`config.mk`:
```
export PLATFORM = sky130hd
export DESIGN_NAME = ifft8_engine_flat
export DESIGN_NICKNAME = d
export VERILOG_FILES = /design/src/rtl/ifft8_pkg.sv /design/src/rtl/ifft8_engine_if.sv /design/src/rtl/ifft8_twiddle_mul.sv /design/src/rtl/ifft8_engine.sv /design/src/flat_wrapper.sv
export SDC_FILE = /design/constraint.sdc
export NUM_CORES = 1
export LEC_CHECK = 0
export CAP_MARGIN = 20
export CORE_MARGIN = 1
export CORE_UTILIZATION = 45
export DETAILED_ROUTE_END_ITERATION = 10
export PLACE_DENSITY = 0.62
export SKIP_CTS_REPAIR_TIMING = 1
export SLEW_MARGIN = 10
export SYNTH_ARGS = -nofsm -noshare
export SYNTH_HDL_FRONTEND = slang
export SYNTH_SLANG_ARGS = --single-unit
```
`constraint.sdc`:
```
create_clock -name clk -period 36.6 [get_ports clk]
set_clock_uncertainty 0.15 [all_clocks]
set_input_delay 5.49 -clock clk [delete_from_list [all_inputs] [get_ports clk]]
set_output_delay 5.49 -clock clk [all_outputs]
set_load 0.01 [all_outputs]
```
`src/rtl/ifft8_pkg.sv`:
```
// Shared types and constants for the 8-point iterative IFFT engine.
// Optional feature macro: IFFT8_SAT_FLAG_EN (adds a sticky saturation flag port).
package ifft8_pkg;

  localparam int unsigned DW   = 12;
  localparam int unsigned CW   = 2 * DW;
  localparam int          TW_C = 1448;  // cos(pi/4) in Q1.11
  localparam int          SMAX = 2 ** (DW - 1) - 1;
  localparam int          SMIN = -(2 ** (DW - 1));

  typedef enum logic [1:0] {
    StLoad,
    StComp,
    StUnload
  } state_e;

  // Butterfly schedule: three DIF stages of four butterflies each
  localparam logic [2:0] BF_A [12] = '{3'd0, 3'd1, 3'd2, 3'd3,
                                       3'd0, 3'd1, 3'd4, 3'd5,
                                       3'd0, 3'd2, 3'd4, 3'd6};
  localparam logic [2:0] BF_B [12] = '{3'd4, 3'd5, 3'd6, 3'd7,
                                       3'd2, 3'd3, 3'd6, 3'd7,
                                       3'd1, 3'd3, 3'd5, 3'd7};
  // Twiddle index: 0 = 1, 1 = (1+j)/sqrt2, 2 = j, 3 = (-1+j)/sqrt2
  localparam logic [1:0] BF_TW [12] = '{2'd0, 2'd1, 2'd2, 2'd3,
                                        2'd0, 2'd2, 2'd0, 2'd2,
                                        2'd0, 2'd0, 2'd0, 2'd0};

  function automatic logic [2:0] bitrev3(input logic [2:0] idx);
    return {idx[0], idx[1], idx[2]};
  endfunction

endpackage

```
`src/rtl/ifft8_engine_if.sv`:
```
// Streaming sample interface of the IFFT engine: input sample channel and output sample channel.
interface ifft8_engine_if;
  import ifft8_pkg::*;

  logic [CW-1:0] in_data;
  logic          in_valid;
  logic          in_ready;
  logic [CW-1:0] out_data;
  logic          out_valid;
  logic          out_ready;
  logic          out_last;

  modport master (
    output in_data, in_valid, out_ready,
    input  in_ready, out_data, out_valid, out_last
  );

  modport slave (
    input  in_data, in_valid, out_ready,
    output in_ready, out_data, out_valid, out_last
  );

endinterface

```
`src/rtl/ifft8_twiddle_mul.sv`:
```
// Combinational conjugate-twiddle multiplier for packed complex samples.
module ifft8_twiddle_mul
  import ifft8_pkg::*;
(
  input  logic [1:0]    tw_idx_i,
  input  logic [CW-1:0] data_i,
  output logic [CW-1:0] data_o,
  output logic          sat_o
);

  localparam int unsigned PW = 2 * DW + 2;

  logic signed [DW-1:0] re;
  logic signed [DW-1:0] im;
  logic signed [DW+1:0] r_plus_i;
  logic signed [DW+1:0] r_minus_i;
  logic        [DW:0]   rot_re;  // {sat, value}
  logic        [DW:0]   rot_im;

  // Multiply by cos(pi/4), round half up, clamp to the component range
  function automatic logic [DW:0] scale_c(input logic signed [DW+1:0] v);
    logic signed [PW-1:0] p;
    p = (PW'(v) * PW'(TW_C) + PW'(2 ** (DW - 2))) >>> (DW - 1);
    if (p > PW'(SMAX)) begin
      return {1'b1, DW'(SMAX)};
    end else if (p < PW'(SMIN)) begin
      return {1'b1, DW'(SMIN)};
    end
    return {1'b0, p[DW-1:0]};
  endfunction

  // Negation with the single overflow case clamped
  function automatic logic [DW:0] neg_sat(input logic signed [DW-1:0] v);
    if (v == DW'(SMIN)) begin
      return {1'b1, DW'(SMAX)};
    end
    return {1'b0, DW'(-v)};
  endfunction

  // Select rotation by twiddle index
  always_comb begin
    re        = data_i[CW-1:DW];
    im        = data_i[DW-1:0];
    r_plus_i  = (DW + 2)'(re) + (DW + 2)'(im);
    r_minus_i = (DW + 2)'(re) - (DW + 2)'(im);
    rot_re    = {1'b0, re};
    rot_im    = {1'b0, im};
    unique case (tw_idx_i)
      2'd0: begin
        rot_re = {1'b0, re};
        rot_im = {1'b0, im};
      end
      2'd1: begin
        rot_re = scale_c(r_minus_i);
        rot_im = scale_c(r_plus_i);
      end
      2'd2: begin
        rot_re = neg_sat(im);
        rot_im = {1'b0, re};
      end
      2'd3: begin
        rot_re = scale_c(-r_plus_i);
        rot_im = scale_c(r_minus_i);
      end
      default: ;
    endcase
    data_o = {rot_re[DW-1:0], rot_im[DW-1:0]};
    sat_o  = rot_re[DW] | rot_im[DW];
  end

endmodule

```
`src/rtl/ifft8_engine.sv`:
```
// Iterative 8-point radix-2 DIF inverse FFT: load 8 samples, 12 in-place butterflies,
// bit-reversed read-out in natural order. Optional macro IFFT8_SAT_FLAG_EN adds port sat.
module ifft8_engine
  import ifft8_pkg::*;
(
  input logic            clk,
  input logic            rst,
  ifft8_engine_if.slave  bus
`ifdef IFFT8_SAT_FLAG_EN
  ,
  output logic           sat
`endif
);

  state_e        state_q, state_d;
  logic [3:0]    cnt_q, cnt_d;
  logic [CW-1:0] mem_q [8];

  logic [2:0]    addr_a, addr_b;
  logic [1:0]    tw_idx;
  logic [CW-1:0] op_a, op_b, bf_sum, bf_diff, bf_tw;
  logic [DW:0]   s_re, s_im, d_re, d_im;
  logic          tw_sat;

  // Scheduled butterfly: halved sum and difference with 13-bit intermediates
  always_comb begin
    addr_a  = BF_A[cnt_q];
    addr_b  = BF_B[cnt_q];
    tw_idx  = BF_TW[cnt_q];
    op_a    = mem_q[addr_a];
    op_b    = mem_q[addr_b];
    s_re    = {op_a[CW-1], op_a[CW-1:DW]} + {op_b[CW-1], op_b[CW-1:DW]};
    s_im    = {op_a[DW-1], op_a[DW-1:0]} + {op_b[DW-1], op_b[DW-1:0]};
    d_re    = {op_a[CW-1], op_a[CW-1:DW]} - {op_b[CW-1], op_b[CW-1:DW]};
    d_im    = {op_a[DW-1], op_a[DW-1:0]} - {op_b[DW-1], op_b[DW-1:0]};
    bf_sum  = {s_re[DW:1], s_im[DW:1]};
    bf_diff = {d_re[DW:1], d_im[DW:1]};
  end

  ifft8_twiddle_mul u_tw (
    .tw_idx_i (tw_idx),
    .data_i   (bf_diff),
    .data_o   (bf_tw),
    .sat_o    (tw_sat)
  );

  // FSM state and shared counter registers
  always_ff @(posedge clk) begin
    if (rst) begin
      state_q <= StLoad;
      cnt_q   <= '0;
    end else begin
      state_q <= state_d;
      cnt_q   <= cnt_d;
    end
  end

  // Next-state logic: LOAD -> COMP -> UNLOAD -> LOAD
  always_comb begin
    state_d = state_q;
    cnt_d   = cnt_q;
    unique case (state_q)
      StLoad: begin
        if (bus.in_valid) begin
          if (cnt_q == 4'd7) begin
            state_d = StComp;
            cnt_d   = '0;
          end else begin
            cnt_d = cnt_q + 4'd1;
          end
        end
      end
      StComp: begin
        if (cnt_q == 4'd11) begin
          state_d = StUnload;
          cnt_d   = '0;
        end else begin
          cnt_d = cnt_q + 4'd1;
        end
      end
      StUnload: begin
        if (bus.out_ready) begin
          if (cnt_q == 4'd7) begin
            state_d = StLoad;
            cnt_d   = '0;
          end else begin
            cnt_d = cnt_q + 4'd1;
          end
        end
      end
      default: begin
        state_d = StLoad;
        cnt_d   = '0;
      end
    endcase
  end

  // Sample capture in LOAD, in-place write-back in COMP; contents need no reset
  always_ff @(posedge clk) begin
    if (state_q == StLoad && bus.in_valid) begin
      mem_q[cnt_q[2:0]] <= bus.in_data;
    end else if (state_q == StComp) begin
      mem_q[addr_a] <= bf_sum;
      mem_q[addr_b] <= bf_tw;
    end
  end

  // Handshake outputs; results sit bit-reversed in the array
  always_comb begin
    bus.in_ready  = (state_q == StLoad);
    bus.out_valid = (state_q == StUnload);
    bus.out_last  = (state_q == StUnload) && (cnt_q == 4'd7);
    bus.out_data  = '0;
    if (state_q == StUnload) begin
      bus.out_data = mem_q[bitrev3(cnt_q[2:0])];
    end
  end

`ifdef IFFT8_SAT_FLAG_EN
  logic sat_q;

  // Sticky flag: cleared when a new frame starts loading, set by any clamp in COMP
  always_ff @(posedge clk) begin
    if (rst) begin
      sat_q <= 1'b0;
    end else if (state_d == StLoad && state_q != StLoad) begin
      sat_q <= 1'b0;
    end else if (state_q == StComp && tw_sat) begin
      sat_q <= 1'b1;
    end
  end

  assign sat = sat_q;
`else
  logic unused_tw_sat;
  assign unused_tw_sat = tw_sat;
`endif

endmodule
```
`src/flat_wrapper.sv`:
```
// flat-port wrapper written by rule: the top's interface ports become plain ports
module ifft8_engine_flat import ifft8_pkg::*;
  (clk, rst, bus_in_data, bus_in_valid, bus_out_ready, bus_in_ready, bus_out_data, bus_out_valid, bus_out_last);
  ifft8_engine_if bus_i ();
  input logic clk;
  input logic rst;
  input wire logic [$bits(bus_i.in_data)-1:0] bus_in_data;
  input wire logic [$bits(bus_i.in_valid)-1:0] bus_in_valid;
  input wire logic [$bits(bus_i.out_ready)-1:0] bus_out_ready;
  output wire logic [$bits(bus_i.in_ready)-1:0] bus_in_ready;
  output wire logic [$bits(bus_i.out_data)-1:0] bus_out_data;
  output wire logic [$bits(bus_i.out_valid)-1:0] bus_out_valid;
  output wire logic [$bits(bus_i.out_last)-1:0] bus_out_last;
  assign bus_i.in_data = bus_in_data;
  assign bus_i.in_valid = bus_in_valid;
  assign bus_i.out_ready = bus_out_ready;
  assign bus_in_ready = bus_i.in_ready;
  assign bus_out_data = bus_i.out_data;
  assign bus_out_valid = bus_i.out_valid;
  assign bus_out_last = bus_i.out_last;
  ifft8_engine u_core (.clk(clk), .rst(rst), .bus(bus_i));
endmodule
```
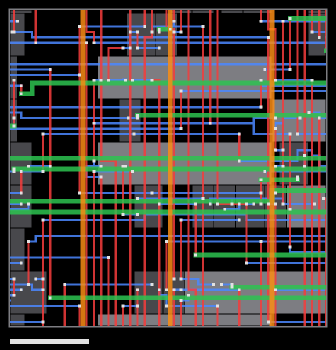
Fig. 1. A small window of the routed layout (run 1).
The bar under the picture is 5 um long. Region (109, 157) to (129, 177) um. Cells in gray, sequential cells in the stronger gray; small squares are vias.
layer	color
metal 2	red
metal 4	orange
metal 1	blue
metal 3	green
cells with their middle in the window	18
netlist names of flops here include	u_core.mem_q (3)
sequential cells in the window	3
most frequent	a21oi_1 (7), nor2_1 (5), edfxtp_1 (3)

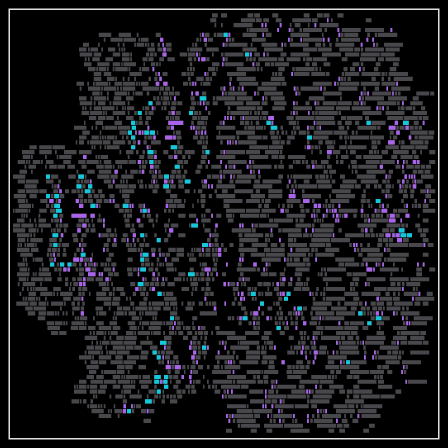
Fig. 2. Logic cells by family (run 1).
family	color	cells	most used
AND-OR and OR-AND gates	cyan	83	a21o_1
NOR gates	purple	423	nor2_1

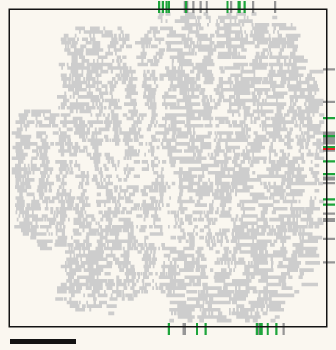
Fig. 3. Pin placement (run 1).
The bar under the picture is 50 um long. Pins as bars across the die edge, other pins in gray.
port	color	pins	direction	edge
bus_out_last	red	1	output	right
bus_in_data	green	24	input	9 top, 8 bottom, 7 right

==> metrics.cfg, run 1 <==
[synth]
synth_cell_types = 104
netlist_instances = 2733
top_area_cell = edfxtp_1
top_cells_by_area = edfxtp_1 23%, ha_1 13%, mux4_2 8.3%, fa_1 8.3%, inv_1 4.6%
async_flop_share_pct = 0
ys_sh_simple_pct = 14.0
ys_area_mm2 = 0.0251
ys_sh_mux_pct = 12.3
yosysCellCount = 2733
synth.logic.top_family = adder cells
common_cells = 308 x inv_1, 307 x nor2_1, 251 x ha_1
xor_share_pct = 4.97
synth.avg_cell_area_um2 = 9.19
synth_warnings = 0

[grt]
grt_use_met1_pct = 38.3
grt_max_degree = 57
grt-busiest-layer = met2
antenna_found_initial = 0
use_met3_pct = 3.93
grt_usage_pct = 29.3

[floorplanning]
fp_util_pct = 45.6
rows = 86
die_h_um = 238
die_width_um = 238
core-area_mm2 = 0.0551
ios = 55

[sta]
finalCritPeriodShare_pct = 38.3
rsz0062_at_grt = no
fmaxAchievable_mhz = 71.4
setup_ws_ns = 22.58

[worst_setup_path]
rrSetupSlack_ns = 22.58
r2r_start = u_core.cnt_q[3]
worstPathMaxFanout = 38
crit_path_end = u_core.mem_q[2][22]
endpoint_kind = flip-flop
r2r_cells = 43
path_class = flip-flop to flip-flop
crit_top_cell = ha_1
cp_data_arrival_time_ns = 14.23
crit_required_ns = 36.82
worstSetupStartpointType = flip-flop

[layout]
layout_top_cells = 308 x inv_1, 298 x nor2_1, 251 x ha_1
layout.nets = 3099
layout_top_cell = inv_1
stdcell_area_mm2 = 0.0272
mi_logic_area_mm2 = 0.0176
final_layout_size_suffix_gt1_share_pct = 9.71

[routing]
post_drt_via_cell_ratio = 6.29
antenna_left = 0
routedWlPerCell_um = 24.2
met2_length_mm = 39.2
routed_wl_mm = 84.1

[clock_network]
numCtsBuffers = 21
clk_pin_slew_worst_paths_ns = 0.07
root_buffer = clkbuf_16
clk_path_buf_depth = 3
clk_latency_ns = 0.53
cts_tree = done

[place]
dpl.hpwl_mm = 60.7
dpl_cell_area_mm2 = 0.0265
post-place-ws_ns = 22.75

[job]
maxCapViolCount = 0

[hold_path]
min_path_cells = 2
holdCritStartpoint = u_core.state_q[0]
holdPathEnd = u_core.state_q[0]

[outcome]
status = finished, final reports clean

-- run 1: layout make-up --
cell class              instances  share of cell area, %
well taps                     748                   3.45
multi-input cells            2084                   64.8
clock buffers                  21                   1.93
inverters                     313                   4.33
repair buffers                 95                   3.20
clock inverters                15                  0.419
flip-flops and latches        201                   21.9
-- run 1: through the flow --
stage	hold slack, ns	instances	utilization (%)
6_report	0.470	3477	49.3
5_1_grt	0.504	3477	49.3
4_1_cts	0.473	3475	49.2
3_5_place_dp	0.462	3439	48.1
3_3_place_gp	0.458	3439	48.1
2_1_floorplan	0.372	2733	-
-- run 1: sequential cells by signal, indices dropped and copies added, names as in the netlist, named ones only --
| name | flops |
|---|---|
| u_core.mem_q | 192 |
| u_core.state_q | 2 |
| u_core.cnt_q | 4 |
==> run 2: changes to the inputs <==
Settings changed: PLACE_DENSITY 0.62 to 0.64.
Clock period 36.6 ns to 11.9 ns, I/O delays scaled along.
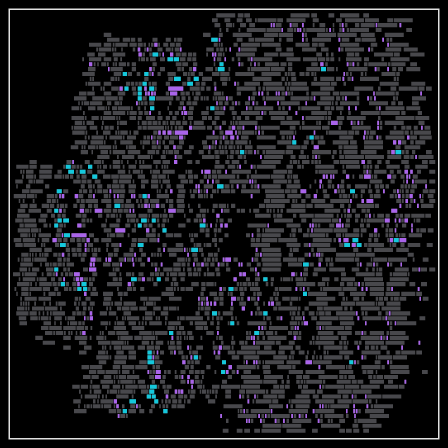
Fig. 4. Logic cells by family (run 2).
family	color	cells	most used
AND-OR and OR-AND gates	cyan	83	a21o_1
NOR gates	purple	423	nor2_1

==> metrics.cfg, run 2 <==
[synth]
synth_warnings = 0  ; unchanged
ys_sh_simple_pct = 14.0  ; unchanged
common_cells = 308 x inv_1, 307 x nor2_1, 251 x ha_1
netlist_instances = 2733  ; unchanged
top_cells_by_area = edfxtp_1 23%, ha_1 13%, mux4_2 8.3%, fa_1 8.3%, inv_1 4.6%
xor_share_pct = 4.97  ; unchanged
yosysCellCount = 2733  ; unchanged
synth_cell_types = 104  ; unchanged
top_area_cell = edfxtp_1
synth.logic.top_family = adder cells
async_flop_share_pct = 0  ; unchanged

[layout]
final_layout_size_suffix_gt1_share_pct = 17.6  ; +7.9 points
largest_register_ff_count = 192  ; unchanged
stdcell_area_mm2 = 0.0292  ; +7.4%
layout_top_cell = inv_1
final_util_pct = 52.9  ; +3.6 points
largest_registers = u_core.mem_q (192), u_core.cnt_q (4), u_core.state_q (2)
layout_top_cells = 308 x inv_1, 295 x nor2_1, 247 x ha_1
layout.nets = 3309  ; +6.8%
largest_register = u_core.mem_q

[floorplanning]
die_h_um = 238  ; unchanged
core-area_mm2 = 0.0551  ; unchanged
die_width_um = 238  ; unchanged
die_area_mm2 = 0.0568
rows = 86  ; unchanged
ios = 55  ; unchanged
fp_util_pct = 45.6  ; unchanged

[clock_network]
cts_tree = done
numCtsBuffers = 21  ; unchanged
clk_latency_ns = 0.53  ; about the same
clk_pin_slew_worst_paths_ns = 0.07  ; about the same
clk_path_buf_depth = 3  ; unchanged

[worst_setup_path]
worstPathMaxFanout = 17  ; -55%
path_class = flip-flop to flip-flop
r2r_start = u_core.cnt_q[3]
crit_path_end = u_core.mem_q[6][19]
crit_required_ns = 12.00  ; -24.82 ns
cp_data_arrival_time_ns = 11.56  ; -2.67 ns
r2r_cells = 50  ; +16%
rrSetupSlack_ns = 0.44  ; -22.15 ns

[hold_path]
holdCritStartpoint = u_core.state_q[0]
min_path_cells = 2  ; unchanged
holdPathEnd = u_core.state_q[0]

[outcome]
status = finished, final reports clean

[job]
maxCapViolCount = 0  ; unchanged

[place]
dpl.hpwl_mm = 63.8  ; +5.2%
post-place-ws_ns = -0.190  ; -22.94 ns
place_inst = 3631  ; +5.6%
dpl_cell_area_mm2 = 0.0280  ; +5.7%

[routing]
post_drt_via_cell_ratio = 6.15  ; -2.2%
antenna_left = 0  ; unchanged
routed_wl_mm = 85.7  ; +1.9%
first_pass_iters = 6
routedWlPerCell_um = 23.2  ; -3.9%

[sta]
setup_ws_ns = 0.435  ; -22.15 ns
fmaxAchievable_mhz = 87.2  ; +22%
finalCritPeriodShare_pct = 96.3  ; +58 points

[grt]
antenna_found_initial = 1  ; +1
grt_max_degree = 57  ; unchanged
grt_usage_pct = 29.5  ; +0.24 points

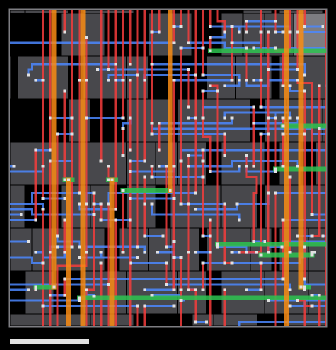
Fig. 5. A small window of the routed layout (run 2).
The bar under the picture is 5 um long. Region (109, 157) to (129, 177) um. Cells in gray, sequential cells in the stronger gray; small squares are vias.
layer	color
metal 3	green
metal 4	orange
metal 1	blue
metal 2	red
most frequent	nor2_1 (7), a21oi_1 (6), buf_4 (5)
sequential cells in the window	0
cells with their middle in the window	44

==> run 2: cell count changes in the layout (fill, tap and decap cells not counted), sizes merged <==
cell / before / now
buf: 41 / 249
bufinv: 1 / 2
clkbuf: 21 / 24
clkinv: 15 / 14
==> run 2: final cells by class <==
| class | count | area [um^2] |
|---|---|---|
| Clock buffer | 22 | 529 |
| Clock inverter | 15 | 128 |
| Fill cell | 5000 | 25900 |
| Inverter | 313 | 1170 |
| Multi-Input combinational cell | 2084 | 17900 |
| Sequential cell | 201 | 5950 |
| Tap cell | 748 | 936 |
| Timing Repair Buffer | 305 | 2550 |
==> run 2: routing by layer <==
layer  up-vias  share of wire [%]  track usage [%]
met5         -              0.015                0
met4         2                4.1             12.0
met3       223                9.0             3.25
met2      1249                 48             50.0
met1     11000                 39             38.5
li1      10200                  -                -
